===== config.mk =====
export PLATFORM = sky130hd
export DESIGN_NAME = mem_access_unit
export DESIGN_NICKNAME = d
export VERILOG_FILES = /design/src/rtl/mem_access_pkg.sv /design/src/rtl/mem_load_extend.sv /design/src/rtl/mem_access_unit.sv
export SDC_FILE = /design/constraint.sdc
export NUM_CORES = 1
export LEC_CHECK = 0
export CORE_MARGIN = 1
export CORE_UTILIZATION = 29
export CTS_CLUSTER_DIAMETER = 200
export CTS_CLUSTER_SIZE = 16
export DETAILED_ROUTE_END_ITERATION = 12
export HOLD_SLACK_MARGIN = 0.15
export PLACE_DENSITY = 0.59
export REMOVE_ABC_BUFFERS = 1
export SYNTH_ARGS = -nofsm -noshare
export SYNTH_HDL_FRONTEND = slang
export SYNTH_SLANG_ARGS = --single-unit

===== constraint.sdc =====
create_clock -name clk -period 10.6 [get_ports clk]
set_clock_uncertainty 0.15 [all_clocks]
set_input_delay 1.59 -clock clk [delete_from_list [all_inputs] [get_ports clk]]
set_output_delay 1.59 -clock clk [all_outputs]
set_load 0.05 [all_outputs]

===== src/rtl/mem_access_pkg.sv =====
// Shared types and encodings for the byte-serial memory access unit.
// Latency: n/a (package only).
// Backpressure: n/a (package only).
package mem_access_pkg;

    localparam int XLEN_DEF   = 64;
    localparam int ADDR_W_DEF = 64;

    // Access size encodings: 2^size bytes per access
    localparam logic [1:0] MEM_B = 2'b00;
    localparam logic [1:0] MEM_H = 2'b01;
    localparam logic [1:0] MEM_W = 2'b10;
    localparam logic [1:0] MEM_D = 2'b11;

    typedef enum logic [1:0] {
        ST_IDLE   = 2'd0,
        ST_ACCESS = 2'd1,
        ST_DONE   = 2'd2
    } state_t;

    // Request attributes latched at acceptance
    typedef struct packed {
        logic       op;     // 0 read, 1 write
        logic [1:0] size;
        logic       zext;   // 1 zero-extend, 0 sign-extend
    } meta_t;

    // Index of the final byte lane for a given access size
    function automatic logic [2:0] last_byte(input logic [1:0] size);
        case (size)
            MEM_B:   return 3'd0;
            MEM_H:   return 3'd1;
            MEM_W:   return 3'd3;
            default: return 3'd7;
        endcase
    endfunction

    // True when the low address bits are not a multiple of the access size
    function automatic logic size_misaligned(input logic [1:0] size, input logic [2:0] addr_lo);
        case (size)
            MEM_B:   return 1'b0;
            MEM_H:   return addr_lo[0];
            MEM_W:   return |addr_lo[1:0];
            default: return |addr_lo;
        endcase
    endfunction

endpackage


===== src/rtl/mem_load_extend.sv =====
// Sign/zero extension of assembled little-endian load data to full width.
// Latency: combinational.
// Backpressure: none.
module mem_load_extend
    import mem_access_pkg::*;
#(
    parameter int XLEN = XLEN_DEF
) (
    input  logic [XLEN-1:0] raw_dat,
    input  logic [1:0]      size,
    input  logic            zext,
    output logic [XLEN-1:0] ext_dat
);

    logic sgn;

    // Replicate the top bit of the accessed field upward, or zero-fill for unsigned loads
    always_comb begin
        ext_dat = raw_dat;
        sgn     = 1'b0;
        case (size)
            MEM_B: begin
                sgn     = raw_dat[7] & ~zext;
                ext_dat = {{(XLEN-8){sgn}}, raw_dat[7:0]};
            end
            MEM_H: begin
                sgn     = raw_dat[15] & ~zext;
                ext_dat = {{(XLEN-16){sgn}}, raw_dat[15:0]};
            end
            MEM_W: begin
                sgn     = raw_dat[31] & ~zext;
                ext_dat = {{(XLEN-32){sgn}}, raw_dat[31:0]};
            end
            default: ext_dat = raw_dat;
        endcase
    end

endmodule


===== src/rtl/mem_access_unit.sv =====
// Converts core start/done memory requests into byte-serial req/ack transfers; optional trap via MEM_ACCESS_MISALIGN_TRAP_EN.
// Latency: zero-wait memory -> 2^size ACCESS cycles then one DONE cycle after the acceptance edge.
// Backpressure: each byte holds mem_req/addr/wdata until mem_ack; wait states are unbounded.
module mem_access_unit
    import mem_access_pkg::*;
#(
    parameter int XLEN   = XLEN_DEF,
    parameter int ADDR_W = ADDR_W_DEF
) (
    input  logic              clk,
    input  logic              reset,
    input  logic              memory_start,
    input  logic              sel_mem_operation,
    input  logic [1:0]        sel_mem_size,
    input  logic [2:0]        sel_mem_extension,
    input  logic [ADDR_W-1:0] address,
    input  logic [XLEN-1:0]   write_data,
    output logic              memory_done,
    output logic [XLEN-1:0]   read_data,
    output logic              busy,
    output logic              mem_req,
    output logic              mem_we,
    output logic [ADDR_W-1:0] mem_addr,
    output logic [7:0]        mem_wdata,
    input  logic              mem_ack,
    input  logic [7:0]        mem_rdata
`ifdef MEM_ACCESS_MISALIGN_TRAP_EN
    ,
    output logic              misaligned
`endif
);

    state_t            state_q, state_d;
    logic              armed_q;
    meta_t             meta_q;
    logic [ADDR_W-1:0] addr_q;
    logic [XLEN-1:0]   wdata_q;
    logic [2:0]        cnt_q;
    logic [XLEN-1:0]   rbuf_q, rbuf_d;
    logic [XLEN-1:0]   ext_dat;
    logic              accept, last_ack, byte_ack, trap;

    // Only funct3 bit 2 selects the extension; the low bits carry no meaning here
    logic [1:0] unused_funct3;
    assign unused_funct3 = sel_mem_extension[1:0];

`ifdef MEM_ACCESS_MISALIGN_TRAP_EN
    logic mis_q;
    assign trap       = size_misaligned(sel_mem_size, address[2:0]);
    assign misaligned = memory_done & mis_q;
`else
    assign trap = 1'b0;
`endif

    // State register
    always_ff @(posedge clk or posedge reset) begin
        if (reset) state_q <= ST_IDLE;
        else       state_q <= state_d;
    end

    // Next-state and handshake outputs
    always_comb begin
        state_d     = state_q;
        accept      = 1'b0;
        last_ack    = 1'b0;
        memory_done = 1'b0;
        busy        = 1'b0;
        mem_req     = 1'b0;
        case (state_q)
            ST_IDLE: begin
                if (memory_start && armed_q) begin
                    accept  = 1'b1;
                    state_d = trap ? ST_DONE : ST_ACCESS;
                end
            end
            ST_ACCESS: begin
                busy    = 1'b1;
                mem_req = 1'b1;
                if (mem_ack && (cnt_q == last_byte(meta_q.size))) begin
                    last_ack = 1'b1;
                    state_d  = ST_DONE;
                end
            end
            ST_DONE: begin
                busy        = 1'b1;
                memory_done = 1'b1;
                state_d     = ST_IDLE;
            end
            default: state_d = ST_IDLE;
        endcase
    end

    assign byte_ack  = mem_req & mem_ack;
    assign mem_we    = mem_req & meta_q.op;
    assign mem_addr  = mem_req ? (addr_q + ADDR_W'(cnt_q)) : '0;
    assign mem_wdata = mem_req ? wdata_q[{cnt_q, 3'b000} +: 8] : 8'h00;

    // Merge the byte arriving this cycle into its lane so the final byte is usable immediately
    always_comb begin
        rbuf_d = rbuf_q;
        rbuf_d[{cnt_q, 3'b000} +: 8] = mem_rdata;
    end

    mem_load_extend #(.XLEN(XLEN)) u_extend (
        .raw_dat (rbuf_d),
        .size    (meta_q.size),
        .zext    (meta_q.zext),
        .ext_dat (ext_dat)
    );

    // Re-arm only after start is seen low, so a start held across done cannot re-trigger
    always_ff @(posedge clk or posedge reset) begin
        if (reset)              armed_q <= 1'b1;
        else if (!memory_start) armed_q <= 1'b1;
        else if (accept)        armed_q <= 1'b0;
    end

    // Request capture, byte counter and read assembly
    always_ff @(posedge clk or posedge reset) begin
        if (reset) begin
            meta_q    <= '0;
            addr_q    <= '0;
            wdata_q   <= '0;
            cnt_q     <= 3'd0;
            rbuf_q    <= '0;
            read_data <= '0;
        end else begin
            if (accept) begin
                meta_q  <= '{op: sel_mem_operation, size: sel_mem_size, zext: sel_mem_extension[2]};
                addr_q  <= address;
                wdata_q <= write_data;
                cnt_q   <= 3'd0;
                rbuf_q  <= '0;
            end else if (byte_ack) begin
                if (!meta_q.op) rbuf_q <= rbuf_d;
                if (!last_ack)  cnt_q  <= cnt_q + 3'd1;
            end
            if (last_ack && !meta_q.op) read_data <= ext_dat;
        end
    end

`ifdef MEM_ACCESS_MISALIGN_TRAP_EN
    // Remember whether the current completion is a trap rather than a transfer
    always_ff @(posedge clk or posedge reset) begin
        if (reset)       mis_q <= 1'b0;
        else if (accept) mis_q <= trap;
    end
`endif

endmodule


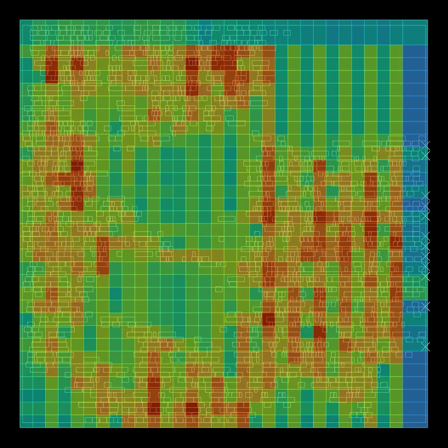
(run_1/congestion.png)
Most Crowded Layer GR: met2
routed len/inst: 18.3 um

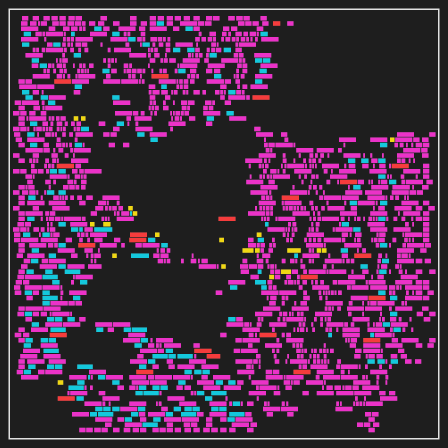
(run_1/sizes.png)
Key: _2 cells = cyan [cells 177, most used mux2_2]; _3 and _4 cells = yellow [cells 20, most used buf_4]; _0 and _1 cells = magenta [cells 1376, most used clkdlybuf4s50_1]; _6 and larger = red [cells 23, most used clkbuf_16]

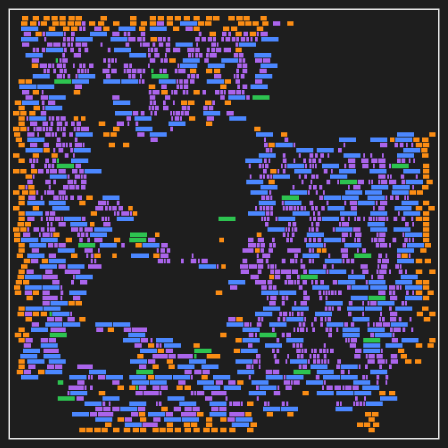
(run_1/placement_by_type.png)
Key: remaining buffers and delay cells = orange [cells 299]; clock drivers and dummy loads = green [cells 28]; combinational and other logic = purple [cells 1003]; sequential cells = blue [cells 266]

==> results_dict.tcl, run 1 <==
# yosys + openroad results
set metrics [dict create \
    status "finished with violations" \
    violations "DRC" \
    critical_path_required_ns 8.86 \
    use_met1_pct 22.9 \
    drtIter0Drc 679 \
    r2r_setup_slack_ns 6.24 \
    synthTopCellsByArea "dfrtp_1, mux2_2, nor2_1" \
    drc 24 \
    dp_cells 2175 \
    grtUsageMet3_pct 3.66 \
    cts_resized 0 \
    fin_cells 2205 \
    fin_util_pct 37.8 \
    clock_latency_ns 0.53 \
    grt_usage_pct 16.6 \
    ys_ff 266 \
    tritoncts "built" \
    dr.pass1.iters 9 \
    crit_buf_inv 3 \
    nNetsFinal 1750 \
    sh_comb_area_pct 37.7 \
    synthAoiAreaFrac_pct 11.3 \
    whs_endpoint "read_data[3]" \
    grt_max_degree 175 \
    fin_crit_sh_pct 56.1 \
    syn_area_per_cell_um2 10.1 \
    vias 11300 \
    p_clk_share_pct 14.0 \
    antennaDiodeCount 2 \
    place_area_um2 17200 \
    r2r-start "cnt_q[0]" \
    use_met2_pct 26.6 \
    dp_hpwl_um 27300 \
    p_per_area_nw_per_um2 294 \
    synth_adder_area_share_pct 1.32 \
    worstPathMaxFanout 32 \
    nClkBuffers 27 \
    ys_top_logic_family "multiplexers" \
    min_from "read_data[3]" \
    maxCapViolCount 0 \
    chipArea_um2 48600 \
    initCoreUtil_pct 29.5 \
    die_h_um 220 \
    edf_count 0 \
    setup_violations 0 \
    ys_sh_xor_pct 1.52 \
    ir_drop_mv 0.159 \
    largest_class "combinational gates" \
    arrival_ns 4.21 \
    drtAntennaViolNets 0 \
    syn_area_um2 13800 \
    ys.flop_type "dfrtp_1" \
    inverters 23 \
    grt_pass1_wl_um 63900 \
    period_needed_ns 5.95 \
    wl_met1_um 18300 \
    end_kind "output port" \
    netSwitchingPower_mw 2.40 \
    cts_buffer_depth 3 \
    fp.dieW_um 220 \
    design_area_um2 17700 \
    crit_chain "ha_1 > inv_1 > fa_1 > nor2b_1 > o2111ai_1 > nand3b_1 > buf_4 > or4_1 > a21oi_1 > clkdlybuf4s50_1" \
    tns_ns 0 \
    final_max_slew_viol_count 0 \
    fmax_ghz 0.168 \
    netlist.area_leader.share_pct 47.9 \
    synth_warnings 0 \
    yosys_cells 1376 \
    ys_seq_share_pct 48.1 \
    antenna_found_initial 4 \
    cts_max_level 1 \
    cts_setup_buffers 0 \
    wl_met3_um 2510 \
    root_buffer "clkbuf_16" \
    grt_overflow 0 \
    worst_pin_slew_ns 1.01 \
    power.leakage_nw 6.93 \
    viasPerCell 5.12 \
    maxPowerGroup "combinational logic" \
    seq_cells 266 \
    muxShareOfSynthArea_pct 17.6 \
    path_depth 10 \
    logic_gate_count 980 \
    drt_wl_total_um 40500 \
    powerSeq_mw 1.74 \
    logic_area_um2 6690 \
    wl_met2_um 18800 \
    powerComb_mw 2.73 \
    seq_power_share_pct 33.5 \
    hold_viol 0 \
    synthDistinctLibCells 58 \
    critical_path_class "reg2out" \
    grt_pass1_vias 11100 \
    hold_path_class "reg2reg" \
    crit_start "addr_q[0]" \
    min_path_cells 2 \
    cpMaxStageDelayCell "clkdlybuf4s50_1" \
    place.gp.congestion 0.845 \
    port_buffers 283 \
    fill_cells 4713 \
    tapCellCount 607 \
    crit_family "buffers and inverters" \
    lay_top_cells "clkdlybuf4s50_1, dfrtp_1, nor2_1" \
    area_growth_pct 28.1 \
    worstSetupStartpointType "flip-flop" \
    postCtsHoldBufs 0 \
    yosys_area_um2 13800 \
    clkCellAreaFrac_pct 3.14 \
    seqCellArea_um2 6660 \
    seq-cell-share_pct 37.6 \
    openroad.warnings 37 \
    core_area_um2 46900 \
    reg2reg_to "read_data[47]" \
    p_int_mw 2.81 \
    yosysTopAreaCell "dfrtp_1" \
    slew_headroom_pct 32.5 \
    io_pins 286 \
    power_clock_mw 0.732 \
    buf_share_pct 16.7 \
    setup_slack_ns 4.65 \
    layout_top_cell "clkdlybuf4s50_1" \
    ff2ff_path_depth 10 \
    clock-sinks 266 \
    rsz0062_at_grt "no" \
    syn_inst 1376 \
    dp_slack_ns 5.17 \
    fp-row-count 79 \
    buffers 299 \
    swShare_pct 46.1 \
]
run 1: synthesized netlist by cell type (all sizes together), types with 6 or more instances:
library cell and n:
dfrtp 265, nor2 165, mux2 145, nand2 106, a21oi 99, clkbuf 88, a31oi 57, o21ai 52
nand3 49, mux2i 44, nor3 30, o31ai 26, and2 22, inv 21, nand4 21, or4 20
buf 19, mux4 16, xnor2 16, ha 13, or3 12, and4 9, a211oi 8, nor4 8
xor2 8, or2 7, nand3b 6, o21a 6
run 1: metrics by stage:
stage | hold WS [ns] | power, mW
after CTS | 0.340 | 5.27
final | 0.332 | 5.21
after detailed placement | 0.323 | 4.51
after floorplan | 0.303 | 3.60
after global placement | 0.321 | 4.47
after global routing | 0.361 | 5.52
==> run_1/flops_by_reg.png <==
Other sequential cells in the stronger gray, the rest of the logic in the fainter gray.
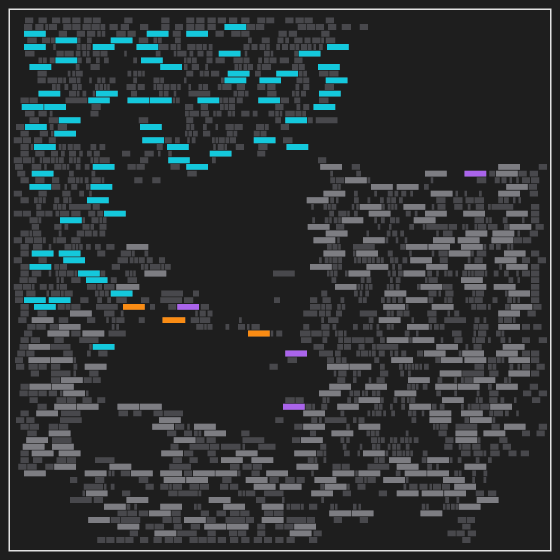

## Run 2: what changed since run 1
==> constraint.sdc (replaced) <==
create_clock -name clk -period 6 [get_ports clk]
set_clock_uncertainty 0.15 [all_clocks]
set_input_delay 0.9 -clock clk [delete_from_list [all_inputs] [get_ports clk]]
set_output_delay 0.9 -clock clk [all_outputs]
set_load 0.05 [all_outputs]
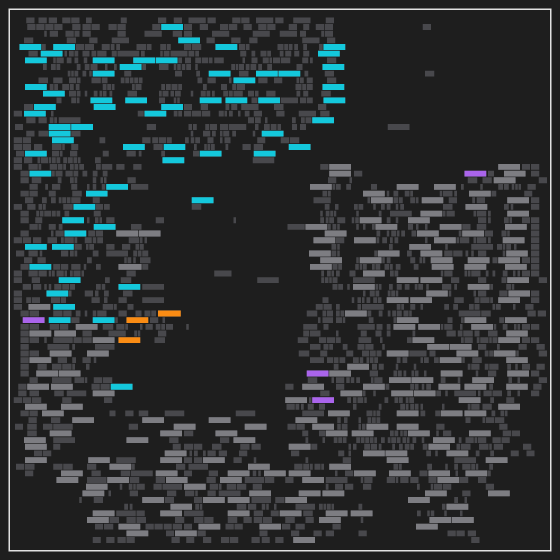
(run_2/flops_by_reg.png)
Other sequential cells in the stronger gray, the rest of the logic in the fainter gray.
Key: cnt_q = orange [placed flops 3]; addr_q = cyan [placed flops 64]; meta_q = purple [placed flops 4]
Seq area share: 37.2%
Register Area: 6660 um^2
Util after Layout: 38.2%

==> results_dict.tcl, run 2 <==
# yosys + openroad results
set metrics [dict create \
    wl_met2_um 19200 \
    wl_met3_um 2350 \
    use_met2_pct 26.8 \
    fin_crit_sh_pct 84.2 \
    area_growth_pct 29.4 \
    ir_drop_mv 0.303 \
    min_path_cells 2 \
    core_area_um2 46900 \
    cts_max_level 1 \
    fp-row-count 79 \
    ys_seq_share_pct 48.1 \
    reg2reg_to "read_data[59]" \
    nNetsFinal 1750 \
    fin_total_pwr_mw 9.33 \
    clock-sinks 266 \
    grt_overflow 0 \
    netSwitchingPower_mw 4.28 \
    hold_viol 0 \
    yosys_cells 1376 \
    tns_ns 0 \
    r2r_setup_slack_ns 1.61 \
    wl_met1_um 18200 \
    worst_pin_slew_ns 1.02 \
    place.gp.congestion 0.810 \
    grt_pass1_wl_um 63200 \
    design_area_um2 17900 \
    die_h_um 220 \
    maxPowerGroup "combinational logic" \
    hold_ws_ns 0.338 \
    hold_path_class "reg2reg" \
    cpMaxStageDelayCell "clkdlybuf4s50_1" \
    violations "DRC" \
    wire_per_inst_um 18.4 \
    rsz0062_at_grt "no" \
    drtIter0Drc 859 \
    chipArea_um2 48600 \
    maxCapViolCount 0 \
    min_from "armed_q" \
    powerComb_mw 4.93 \
    slew_headroom_pct 32.1 \
    seq_power_share_pct 33.2 \
    grt_max_degree 113 \
    buffers 299 \
    busiest_layer "met2" \
    critical_path_class "reg2out" \
    use_met1_pct 22.6 \
    antenna_found_initial 3 \
    cts_buffer_depth 3 \
    cts_resized 0 \
    status "finished with violations" \
    worstSetupStartpointType "flip-flop" \
    drt_wl_total_um 40500 \
    dp_slack_ns 1.50 \
    netlist.area_leader.share_pct 47.9 \
    tapCellCount 607 \
    synthMostInstantiatedCell "dfrtp_1" \
    initCoreUtil_pct 29.5 \
    p_per_area_nw_per_um2 521 \
    ys_ff 266 \
    sh_comb_area_pct 37.4 \
    p_clk_share_pct 13.9 \
    viasPerCell 5.10 \
    period_needed_ns 5.05 \
    openroad.warnings 40 \
    swShare_pct 45.9 \
    syn_inst 1376 \
    buf_share_pct 17.6 \
    fin_cells 2204 \
    vias 11200 \
    ff2ff_path_depth 10 \
    inverters 23 \
    seq_cells 266 \
    nClkBuffers 27 \
    clkCellAreaFrac_pct 3.11 \
    dr.pass1.iters 9 \
    edf_count 0 \
    cts_setup_buffers 0 \
    setup_violations 0 \
    drc 24 \
    dp_cells 2175 \
    yosysTopAreaCell "dfrtp_1" \
    grt_pass1_vias 11000 \
    power.leakage_nw 7.02 \
    final_max_slew_viol_count 0 \
    io_pins 286 \
    dp_hpwl_um 27700 \
]
-- run 2: cell counts after synthesis --
No cell type changed its count.
-- run 2: critical path, delay by kind of cell, from the launching register on --
family / cells / cell delay [ns]
buffers and inverters: 2 / 1.06
and+or+nand+nor: 2 / 0.80
AOI/OAI and AO/OA: 2 / 0.58
DFF: 1 / 0.57
adders and majority gates: 1 / 0.46
-- run 2: logic make-up (layout without fill, tap and decap cells) --
family	after synthesis	count (layout)	synth area share, %
and+or+nand+nor	472	472	16.3
DFF	266	266	48.1
AOI/OAI and AO/OA	265	265	11.3
muxes	205	205	17.6
buffers and inverters	130	350	3.78
xor gates and xnor gates	24	24	1.52
adders and majority gates	14	14	1.32
other	0	1	0
Power figures rest on the tool's default switching activity, not on a simulated workload.
